File: config.mk
export PLATFORM = sky130hd
export DESIGN_NAME = alu_result_fifo_flat
export DESIGN_NICKNAME = d
export VERILOG_FILES = /design/src/rtl/alu_pkg.sv /design/src/rtl/alu_result_fifo_if.sv /design/src/rtl/sync_fifo.sv /design/src/rtl/alu_result_fifo.sv /design/src/flat_wrapper.sv
export SDC_FILE = /design/constraint.sdc
export NUM_CORES = 1
export LEC_CHECK = 0
export CORE_UTILIZATION = 48
export DETAILED_ROUTE_END_ITERATION = 12
export PLACE_DENSITY = 0.78
export SLEW_MARGIN = 0
export SYNTH_ARGS = -nofsm -noshare
export SYNTH_HDL_FRONTEND = slang
export SYNTH_SLANG_ARGS = --single-unit
export TNS_END_PERCENT = 50
File: constraint.sdc
create_clock -name clk -period 3.7 [get_ports clk]
set_input_delay 0.37 -clock clk [delete_from_list [all_inputs] [get_ports clk]]
set_output_delay 0.37 -clock clk [all_outputs]
set_load 0.01 [all_outputs]
File: src/rtl/alu_pkg.sv
// Shared types for the ALU result path: the buffered result word and its width.
package alu_pkg;

    localparam int ALU_N = 4;
    localparam int SEL_W = 3;

    typedef struct packed {
        logic [SEL_W-1:0] sel;
        logic             co;
        logic             zero;
        logic [ALU_N-1:0] s;
    } alu_res_t;

    // Word width of one buffered result for an n-bit ALU.
    function automatic int res_width(input int n);
        return SEL_W + 2 + n;
    endfunction

endpackage

File: src/rtl/alu_result_fifo_if.sv
// Producer/consumer bus of the ALU result buffer; slave is the buffer itself.
interface alu_result_fifo_if
    import alu_pkg::*;
#(
    parameter int N     = ALU_N,
    parameter int DEPTH = 4
);
    logic                     in_valid;
    logic [N-1:0]             s;
    logic                     co;
    logic [SEL_W-1:0]         sel;
    logic                     in_ready;
    logic                     out_valid;
    logic                     out_ready;
    logic [N-1:0]             out_s;
    logic                     out_co;
    logic                     out_zero;
    logic [SEL_W-1:0]         out_sel;
    logic [$clog2(DEPTH):0]   count;
    logic                     ovf;
    logic                     ovf_clr;

    modport master (
        output in_valid, s, co, sel, out_ready, ovf_clr,
        input  in_ready, out_valid, out_s, out_co, out_zero, out_sel, count, ovf
    );

    modport slave (
        input  in_valid, s, co, sel, out_ready, ovf_clr,
        output in_ready, out_valid, out_s, out_co, out_zero, out_sel, count, ovf
    );
endinterface

File: src/rtl/sync_fifo.sv
// Generic synchronous FIFO; full/empty come from the occupancy count, not pointer compare.
module sync_fifo #(
    parameter int W     = 8,
    parameter int DEPTH = 4
) (
    input  logic                     clk,
    input  logic                     rst,
    input  logic                     wr_en,
    input  logic [W-1:0]             wr_data,
    input  logic                     rd_en,
    output logic [W-1:0]             rd_data,
    output logic                     full,
    output logic                     empty,
    output logic [$clog2(DEPTH):0]   count
);
    localparam int AW = $clog2(DEPTH);
    localparam logic [AW:0] FULL_CNT = DEPTH[AW:0];

    logic [W-1:0]  mem [DEPTH];
    logic [AW-1:0] wr_ptr;
    logic [AW-1:0] rd_ptr;
    logic          push;
    logic          pop;

    assign full    = (count == FULL_CNT);
    assign empty   = (count == '0);
    assign push    = wr_en && !full;
    assign pop     = rd_en && !empty;
    assign rd_data = mem[rd_ptr];

    // Pointers wrap naturally because DEPTH is a power of two.
    always_ff @(posedge clk) begin
        if (rst) begin
            for (int i = 0; i < DEPTH; i++) begin
                mem[i] <= '0;
            end
            wr_ptr <= '0;
            rd_ptr <= '0;
            count  <= '0;
        end else begin
            if (push) begin
                mem[wr_ptr] <= wr_data;
                wr_ptr      <= wr_ptr + 1'b1;
            end
            if (pop) begin
                rd_ptr <= rd_ptr + 1'b1;
            end
            if (push && !pop) begin
                count <= count + 1'b1;
            end else if (pop && !push) begin
                count <= count - 1'b1;
            end
        end
    end
endmodule

File: src/rtl/alu_result_fifo.sv
// Buffers ALU results with a derived zero flag; flags a sticky overflow on dropped pushes.
module alu_result_fifo
    import alu_pkg::*;
#(
    parameter int N     = ALU_N,
    parameter int DEPTH = 4
) (
    input  logic               clk,
    input  logic               rst,
    alu_result_fifo_if.slave   bus
);
    localparam int W = res_width(N);

    alu_res_t                 wr_res;
    alu_res_t                 head;
    logic [W-1:0]             rd_data;
    logic                     full;
    logic                     empty;
    logic [$clog2(DEPTH):0]   count;
    logic                     ovf_r;

    // Zero depends on s only; carry has no bearing on it.
    always_comb begin
        wr_res      = '0;
        wr_res.sel  = bus.sel;
        wr_res.co   = bus.co;
        wr_res.zero = (bus.s == '0);
        wr_res.s    = bus.s;
    end

    sync_fifo #(
        .W     (W),
        .DEPTH (DEPTH)
    ) u_fifo (
        .clk     (clk),
        .rst     (rst),
        .wr_en   (bus.in_valid),
        .wr_data (wr_res),
        .rd_en   (bus.out_ready),
        .rd_data (rd_data),
        .full    (full),
        .empty   (empty),
        .count   (count)
    );

    assign head          = rd_data;
    assign bus.out_s     = head.s;
    assign bus.out_co    = head.co;
    assign bus.out_zero  = head.zero;
    assign bus.out_sel   = head.sel;
    assign bus.in_ready  = !full;
    assign bus.out_valid = !empty;
    assign bus.count     = count;
    assign bus.ovf       = ovf_r;

    // A drop outranks a same-cycle clear so no overflow event is ever lost.
    always_ff @(posedge clk) begin
        if (rst) begin
            ovf_r <= 1'b0;
        end else if (bus.in_valid && full) begin
            ovf_r <= 1'b1;
        end else if (bus.ovf_clr) begin
            ovf_r <= 1'b0;
        end
    end
endmodule

File: src/flat_wrapper.sv
// flat-port wrapper written by rule: the top's interface ports become plain ports
module alu_result_fifo_flat import alu_pkg::*;
#(
    parameter int N     = ALU_N,
    parameter int DEPTH = 4
)
  (clk, rst, bus_in_valid, bus_s, bus_co, bus_sel, bus_out_ready, bus_ovf_clr, bus_in_ready, bus_out_valid, bus_out_s, bus_out_co, bus_out_zero, bus_out_sel, bus_count, bus_ovf);
  alu_result_fifo_if #(.N(N), .DEPTH(DEPTH)) bus_i ();
  input  logic clk;
  input  logic rst;
  input wire logic [$bits(bus_i.in_valid)-1:0] bus_in_valid;
  input wire logic [$bits(bus_i.s)-1:0] bus_s;
  input wire logic [$bits(bus_i.co)-1:0] bus_co;
  input wire logic [$bits(bus_i.sel)-1:0] bus_sel;
  input wire logic [$bits(bus_i.out_ready)-1:0] bus_out_ready;
  input wire logic [$bits(bus_i.ovf_clr)-1:0] bus_ovf_clr;
  output wire logic [$bits(bus_i.in_ready)-1:0] bus_in_ready;
  output wire logic [$bits(bus_i.out_valid)-1:0] bus_out_valid;
  output wire logic [$bits(bus_i.out_s)-1:0] bus_out_s;
  output wire logic [$bits(bus_i.out_co)-1:0] bus_out_co;
  output wire logic [$bits(bus_i.out_zero)-1:0] bus_out_zero;
  output wire logic [$bits(bus_i.out_sel)-1:0] bus_out_sel;
  output wire logic [$bits(bus_i.count)-1:0] bus_count;
  output wire logic [$bits(bus_i.ovf)-1:0] bus_ovf;
  assign bus_i.in_valid = bus_in_valid;
  assign bus_i.s = bus_s;
  assign bus_i.co = bus_co;
  assign bus_i.sel = bus_sel;
  assign bus_i.out_ready = bus_out_ready;
  assign bus_i.ovf_clr = bus_ovf_clr;
  assign bus_in_ready = bus_i.in_ready;
  assign bus_out_valid = bus_i.out_valid;
  assign bus_out_s = bus_i.out_s;
  assign bus_out_co = bus_i.out_co;
  assign bus_out_zero = bus_i.out_zero;
  assign bus_out_sel = bus_i.out_sel;
  assign bus_count = bus_i.count;
  assign bus_ovf = bus_i.ovf;
  alu_result_fifo #(.N(N), .DEPTH(DEPTH)) u_core (.clk(clk), .rst(rst), .bus(bus_i));
endmodule
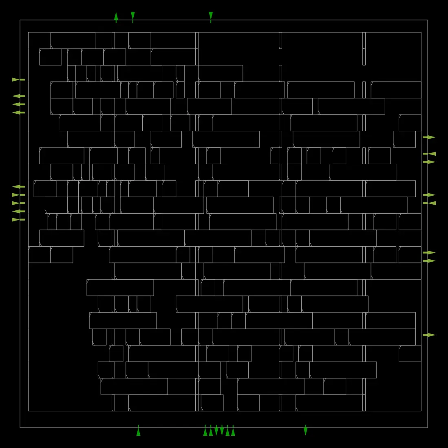
*Cell placement, run 1*
flop share of the area: 0.5243
number of well taps: 50

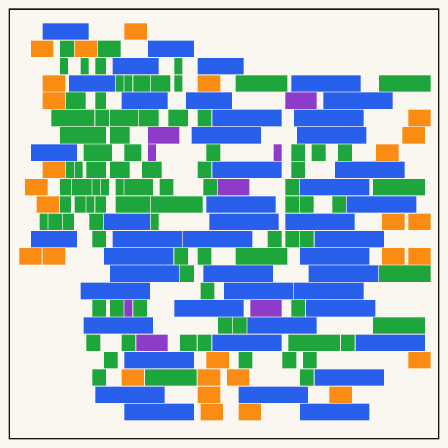
*Cell classes on the final placement, run 1*
Purple shows clock drivers and dummy loads, cells 8. Green shows all other logic, cells 90. Orange shows other buffers and delay cells, cells 27. Blue shows flip-flops, cells 46.
Core Box Area: 0.004058 mm2
final instance area: 0.002444 mm2
num rows: 23
fin util: 0.6022

==> out/results.tsv, run 1 <==
stage	metric	value	unit
hold_path	HP Start	u_core.u_fifo.rd_ptr[0]	
layout	logic area	730.7	um2
final_timing	Worst slew margin	0.3181	
synthesis	ao+oa area frac	0.04095	
final_timing	worst setup margin	1199	ps
placed_design	routability cong.	0.8561	
grt	grt ovf	0	
layout	final net count	185	
synthesis	share of the synthesized area in the top cell type	0.5281	
power_and_ir_drop	sequential share of power	0.499	
detailed_routing	DRT iter0 DRCs	58	
clock_network	post_cts resized	0	
worst_setup_path	critical path startpoint category	flop	
detailed_routing	routed len/inst	17.33	um
placed_design	dpl ws	1004	ps
power_and_ir_drop	Clock net power	287	uW
layout	area grow syn2layout	19.38	%
hold_path	worst min path class	flop to flop	
layout	Non-CTS buffers	27	
grt	GRT busiest layer	met2	
synthesis	Simple Share, Synth	0.1791	
clock_network	Hold Buf Count CTS	0	
clock_network	cell chosen for the clock root	clkbuf_8	
worst_setup_path	CP peak stage delay	730	ps
worst_setup_path	Crit Reg-Reg Startpoint	u_core.u_fifo.count[0]	
flow_run	tool warnings	26	
layout	Layout non-clock buf frac	0.1106	
detailed_routing	WL met2	1953	um
detailed_routing	via/cell ratio	5.466	
power_and_ir_drop	maximum vdd drop	0.3108	mV
worst_setup_path	CP cell instances	mux4_2, clkdlybuf4s50_1	
grt	met3 usage	0.05743	
hold_path	hold path cells	2	
floorplanning	Die Ht	67.31	um
synthesis	number of synthesized register bits	46	
grt	vias in the first global route	1255	
layout	Top reg by flops	u_core.u_fifo.mem	
flow_run	Max Cap Violations	0	
layout	clk_buf instances	5	
placed_design	Final HPWL DP	2458	um
grt	largest net degree at the start of global routing	19	
worst_setup_path	CP max stage cell	dfxtp_1	
layout	biggest regs	u_core.u_fifo.mem (36), u_core.u_fifo.count (3)	
outcome	status	finished clean	
power_and_ir_drop	combinational fraction of design power	0.301	
grt	gr usage total	0.1944	
floorplanning	# IOs	28	
synthesis	area leader, netlist	edfxtp_1	
power_and_ir_drop	total power draw	1.437	mW
synthesis	cells after synthesis	140	
synthesis	syn_nets	155	
worst_setup_path	worst reg2reg path depth	8	
final_timing	unrepaired setup endpoints after global routing	false	
final_timing	Worst Tran Pin Value	1015	ps
final_timing	Final min period	2501	ps
synthesis	Post-synth EDFFs	36	
layout	Top Layout Cells	edfxtp_1 (36), and2_1 (32), clkdlybuf4s50_1 (27), dfxtp_1 (10), mux4_2 (9)	
layout	invs w/o clock	5	
layout	Diodes inserted	0	
worst_setup_path	Top delay family on crit path	flip-flops	
synthesis	synth unique cells	33	
layout	max FFs per register	36	
final_timing	setup TNS	0	ps
final_timing	post-route clock skew	7.499	ps
power_and_ir_drop	top power consumer group	registers	
synthesis	Synth Seq Share	0.6259	
detailed_routing	# DRC	0	
clock_network	CTS clock-pin slew for the worst setup and hold paths	80	ps
detailed_routing	first drt pass iteration count	4	
worst_setup_path	Req. time, crit path	3330	ps
layout	final-layout clock-cell area share	0.03277	
detailed_routing	Post-DRT Antenna Nets	0	
power_and_ir_drop	sw frac	0.2904	
floorplanning	Initial Util	0.5045	
worst_setup_path	reg-to-reg slack, setup	1360	ps
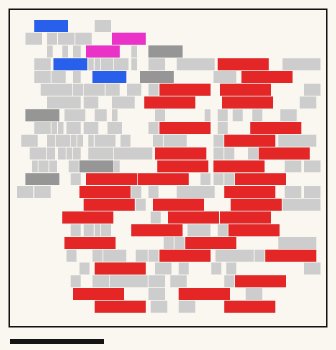
*Register map, names as in the netlist, run 1*
The bar under the picture is 20 um long. Other sequential cells in the stronger gray, the rest of the logic in the fainter gray.
Blue shows u_core.u_fifo.count, sequential cells 3. Magenta shows u_core.u_fifo.rd_ptr, sequential cells 2. Red shows u_core.u_fifo.mem, sequential cells 36.

==> run 2, diff against run 1 <==
--- a/config.mk
+++ b/config.mk
@@ -7,7 +7,7 @@
 export LEC_CHECK = 0
 export CORE_UTILIZATION = 48
 export DETAILED_ROUTE_END_ITERATION = 12
-export PLACE_DENSITY = 0.78
+export PLACE_DENSITY = 0.81
 export SLEW_MARGIN = 0
 export SYNTH_ARGS = -nofsm -noshare
 export SYNTH_HDL_FRONTEND = slang
==> constraint.sdc (replaced) <==
create_clock -name clk -period 2.15 [get_ports clk]
set_input_delay 0.215 -clock clk [delete_from_list [all_inputs] [get_ports clk]]
set_output_delay 0.215 -clock clk [all_outputs]
set_load 0.01 [all_outputs]
==> run 2 against run 1 <==
Effect of this change:
- worst hold slack gained 31 ps
- wire length grew 8.7%
- largest power group unchanged
- utilization grew 3.0 points
- die area is the same
==> out/results.tsv, run 2 <==
stage	metric	value	unit	change
outcome	status	finished clean		unchanged
detailed_routing	DRT iter0 DRCs	84		was 58
grt	largest net degree at the start of global routing	17		was 19
floorplanning	Initial Util	0.5045		unchanged
layout	logic area	744.5	um2	was 730.7 um2
floorplanning	number of well taps	50		unchanged
placed_design	Final HPWL DP	2888	um	was 2458 um
detailed_routing	first drt pass iteration count	4		unchanged
final_timing	worst setup margin	71.04	ps	was 1199 ps
synthesis	Synth Seq Share	0.6259		unchanged
grt	gr usage total	0.2019		was 0.1944
final_timing	Final min period	2079	ps	
power_and_ir_drop	sw frac	0.2995		was 0.2904
synthesis	cells after synthesis	140		unchanged
layout	final instance area	0.002566	mm2	was 0.002444 mm2
synthesis	Simple Share, Synth	0.1791		unchanged
final_timing	post-route clock skew	12.78	ps	was 7.499 ps
layout	final-layout clock-cell area share	0.03608		was 0.03277
power_and_ir_drop	total power draw	2.624	mW	was 1.437 mW
power_and_ir_drop	Clock net power	542	uW	was 287 uW
worst_setup_path	CP max stage cell	dfxtp_1		unchanged
hold_path	worst min path class	flop to flop		unchanged
floorplanning	num rows	23		unchanged
worst_setup_path	CP cell instances	o31ai_4, ha_1, inv_1, fa_1, xor2_1, or3_1, a21oi_1		was mux4_2, clkdlybuf4s50_1
clock_network	CTS clock-pin slew for the worst setup and hold paths	90	ps	was 80 ps
worst_setup_path	reg-to-reg slack, setup	70	ps	was 1360 ps
floorplanning	# IOs	28		unchanged
floorplanning	Die Ht	67.31	um	unchanged
flow_run	Max Cap Violations	0		unchanged
synthesis	Post-synth EDFFs	36		unchanged
layout	Diodes inserted	0		unchanged
synthesis	area leader, netlist	edfxtp_1		unchanged
synthesis	number of synthesized register bits	46		unchanged
worst_setup_path	CP peak stage delay	390	ps	was 730 ps
layout	final net count	197		was 185
flow_run	tool warnings	26		unchanged
layout	area grow syn2layout	25.37	%	was 19.38%
layout	Layout non-clock buf frac	0.1419		was 0.1106
layout	invs w/o clock	5		unchanged
grt	met3 usage	0.04223		was 0.05743
worst_setup_path	worst reg2reg path depth	7		was 8
hold_path	hold path cells	2		unchanged
detailed_routing	# DRC	0		unchanged
placed_design	routability cong.	0.7698		was 0.8561
layout	biggest regs	u_core.u_fifo.mem (36), u_core.u_fifo.count (3)		unchanged
final_timing	Worst slew margin	0.4272		was 0.3181
synthesis	synth unique cells	33		unchanged
synthesis	share of the synthesized area in the top cell type	0.5281		unchanged
power_and_ir_drop	top power consumer group	registers		unchanged
worst_setup_path	critical path startpoint category	flop		unchanged
detailed_routing	WL met2	2276	um	was 1953 um
worst_setup_path	Req. time, crit path	2370	ps	was 3330 ps
power_and_ir_drop	sequential share of power	0.457		was 0.499
placed_design	dpl ws	-102.9	ps	was 1004 ps
layout	max FFs per register	36		unchanged
layout	Top reg by flops	u_core.u_fifo.mem		unchanged
layout	Top Layout Cells	edfxtp_1 (36), and2_1 (32), clkdlybuf4s50_1 (27), buf_4 (11), mux4_2 (9)		was edfxtp_1 (36), and2_1 (32), clkdlybuf4s50_1 (27), dfxtp_1 (10), mux4_2 (9)
grt	vias in the first global route	1322		was 1,255
floorplanning	Core Box Area	0.004058	mm2	unchanged
worst_setup_path	Crit Reg-Reg Startpoint	u_core.u_fifo.count[1]		was u_core.u_fifo.count[0]
detailed_routing	Post-DRT Antenna Nets	0		unchanged
grt	grt ovf	0		unchanged
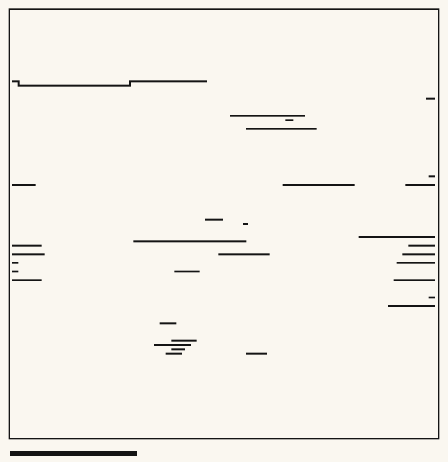
*The metal 3 layer, run 2*
The bar under the picture is 20 um long.
The wires run mostly horizontal. The layer holds 4.4% of the routed length. The longest straight run is 17.5 um. 28 nets have wire on it.

==> run 3, diff against run 2 <==
--- a/config.mk
+++ b/config.mk
@@ -7,6 +7,7 @@
 export LEC_CHECK = 0
 export CORE_UTILIZATION = 48
 export DETAILED_ROUTE_END_ITERATION = 12
+export GPL_TIMING_DRIVEN = 0
 export PLACE_DENSITY = 0.81
 export SLEW_MARGIN = 0
 export SYNTH_ARGS = -nofsm -noshare
==> run 3 against run 2 <==
Effect of this change:
- worst setup slack improved by 34 ps
- maximum frequency rose by 1.7%
- die area did not move
- clock skew fell by 7.4 ps
- area after synthesis did not move
- flip-flop count did not move
- sequential power barely moved
- synthesized cell count did not move
- final area fell by 1.9%
- final cell count fell by 2.6%
- largest cell class unchanged
- largest power group unchanged
==> out/results.tsv, run 3 <==
stage	metric	value	unit	change
worst_setup_path	Crit Reg-Reg Startpoint	u_core.u_fifo.count[2]		was u_core.u_fifo.count[1]
worst_setup_path	critical path startpoint category	flop		unchanged
synthesis	Simple Share, Synth	0.1791		unchanged
detailed_routing	Post-DRT Antenna Nets	0		unchanged
grt	first-pass GRT wire length	6134	um	was 6272 um
synthesis	async set-reset flop share out of synthesis	0		unchanged
layout	Non-CTS buffers	33		was 39
clock_network	Hold Buf Count CTS	0		unchanged
floorplanning	num rows	23		unchanged
clock_network	post_cts resized	8		was 0
flow_run	Max Cap Violations	0		unchanged
hold_path	hold path cells	3		was 2
detailed_routing	WL met2	2111	um	was 2276 um
layout	clk_buf instances	6		was 5
grt	gr usage total	0.1972		was 0.2019
detailed_routing	met3 WL	187	um	was 181 um
outcome	status	finished clean		unchanged
worst_setup_path	CP peak stage delay	520	ps	was 390 ps
power_and_ir_drop	Leakage Power	0.9116	nW	was 0.9370 nW
layout	fin util	0.6207		was 0.6324
synthesis	ao+oa area frac	0.04095		unchanged
layout	Diodes inserted	0		unchanged
synthesis	Post-synth EDFFs	36		unchanged
grt	vias in the first global route	1274		was 1,322
detailed_routing	# DRC	0		unchanged
worst_setup_path	Req. time, crit path	1930	ps	was 2370 ps
layout	invs w/o clock	5		unchanged
floorplanning	number of well taps	50		unchanged
floorplanning	Die Ht	67.31	um	unchanged
layout	max FFs per register	36		unchanged
grt	GRT busiest layer	met2		unchanged
synthesis	comb area leader	simple AND/OR/NAND/NOR gates		unchanged
final_timing	worst setup margin	104.9	ps	was 71.04 ps
worst_setup_path	CP max stage cell	mux4_2		was dfxtp_1
power_and_ir_drop	top power consumer group	registers		unchanged
layout	final instance area	0.002519	mm2	was 0.002566 mm2
clock_network	CTS clock-pin slew for the worst setup and hold paths	80	ps	was 90 ps
worst_setup_path	reg-to-reg slack, setup	120	ps	was 70 ps
synthesis	number of synthesized register bits	46		unchanged
layout	Layout non-clock buf frac	0.1237		was 0.1419
layout	flop share of the area	0.5122		was 0.5002
power_and_ir_drop	Clock net power	490	uW	was 542 uW
detailed_routing	first drt pass iteration count	4		unchanged
worst_setup_path	CP cell instances	buf_6, mux4_2, clkdlybuf4s50_1		was o31ai_4, ha_1, inv_1, fa_1, xor2_1, or3_1, a21oi_1
clock_network	cell chosen for the clock root	clkbuf_8		unchanged
worst_setup_path	worst reg2reg path depth	8		was 7
power_and_ir_drop	sw frac	0.2871		was 0.2995
final_timing	setup TNS	0	ps	unchanged
hold_path	Worst Hold End	u_core.u_fifo.wr_ptr[0]		
placed_design	routability cong.	0.7497		was 0.7698
final_timing	post-route clock skew	5.365	ps	was 12.78 ps
layout	final net count	191		was 197
layout	Comb/total area	0.2996		was 0.2901
power_and_ir_drop	maximum vdd drop	0.5552	mV	was 0.5868 mV
power_and_ir_drop	net switching power	733.2	uW	was 786.0 uW
detailed_routing	routed len/inst	17.46	um	was 17.88 um
worst_setup_path	CP Buf/Inv Count	2		was 1
worst_setup_path	Top delay family on crit path	buffers and inverters		was adder cells
floorplanning	# IOs	28		unchanged
floorplanning	Core Box Area	0.004058	mm2	unchanged
clock_network	CTS Sinks	46		unchanged
final_timing	Worst Tran Pin Value	867.1	ps	was 852.6 ps
final_timing	Final min period	2045	ps	was 2079 ps
grt	grt ovf	0		unchanged
layout	final-layout clock-cell area share	0.03229		was 0.03608
detailed_routing	via/cell ratio	5.524		was 5.442
layout	Top reg by flops	u_core.u_fifo.mem		unchanged
power_and_ir_drop	sequential share of power	0.477		was 0.457
synthesis	area leader, netlist	edfxtp_1		unchanged
placed_design	Final HPWL DP	2613	um	was 2888 um
floorplanning	Initial Util	0.5045		unchanged
layout	Top Layout Cells	edfxtp_1 (36), and2_1 (32), clkdlybuf4s50_1 (25), mux4_2 (9)		was edfxtp_1 (36), and2_1 (32), clkdlybuf4s50_1 (27), buf_4 (11), mux4_2 (9)
final_timing	Hold Slack	297.1	ps	was 561.4 ps
synthesis	synth unique cells	33		unchanged
synthesis	syn_nets	155		unchanged
hold_path	HP Start	bus_in_valid		was u_core.u_fifo.rd_ptr[0]
synthesis	cells after synthesis	140		unchanged
final_timing	Worst slew margin	0.4171		was 0.4272
detailed_routing	DRT iter0 DRCs	56		was 84
layout	biggest regs	u_core.u_fifo.mem (36), u_core.u_fifo.count (3)		unchanged
grt	largest net degree at the start of global routing	14		was 17
power_and_ir_drop	Power Internal	1.821	mW	was 1.838 mW
hold_path	worst min path class	primary input to flop		was flop to flop
synthesis	Synth Seq Share	0.6259		unchanged
synthesis	share of the synthesized area in the top cell type	0.5281		unchanged
flow_run	tool warnings	26		unchanged
power_and_ir_drop	total power draw	2.554	mW	was 2.624 mW
power_and_ir_drop	combinational fraction of design power	0.331		was 0.336
layout	logic area	754.5	um2	was 744.5 um2
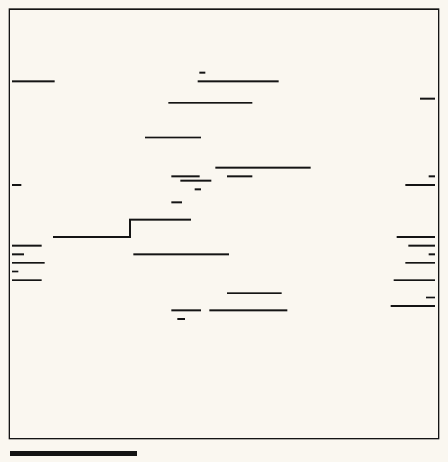
*The metal 3 layer, run 3*
The bar under the picture is 20 um long.
The layer carries 187 um of wire. The longest straight run is 14.7 um. The layer holds 4.7% of the routed length. 26 nets have wire on it. The wires run mostly horizontal.
Post-Route WL: 3963 um
vias post-DR: 1,254
met3 usage: 0.04730

No activity file was given, so power comes from the tool's default toggle rates.
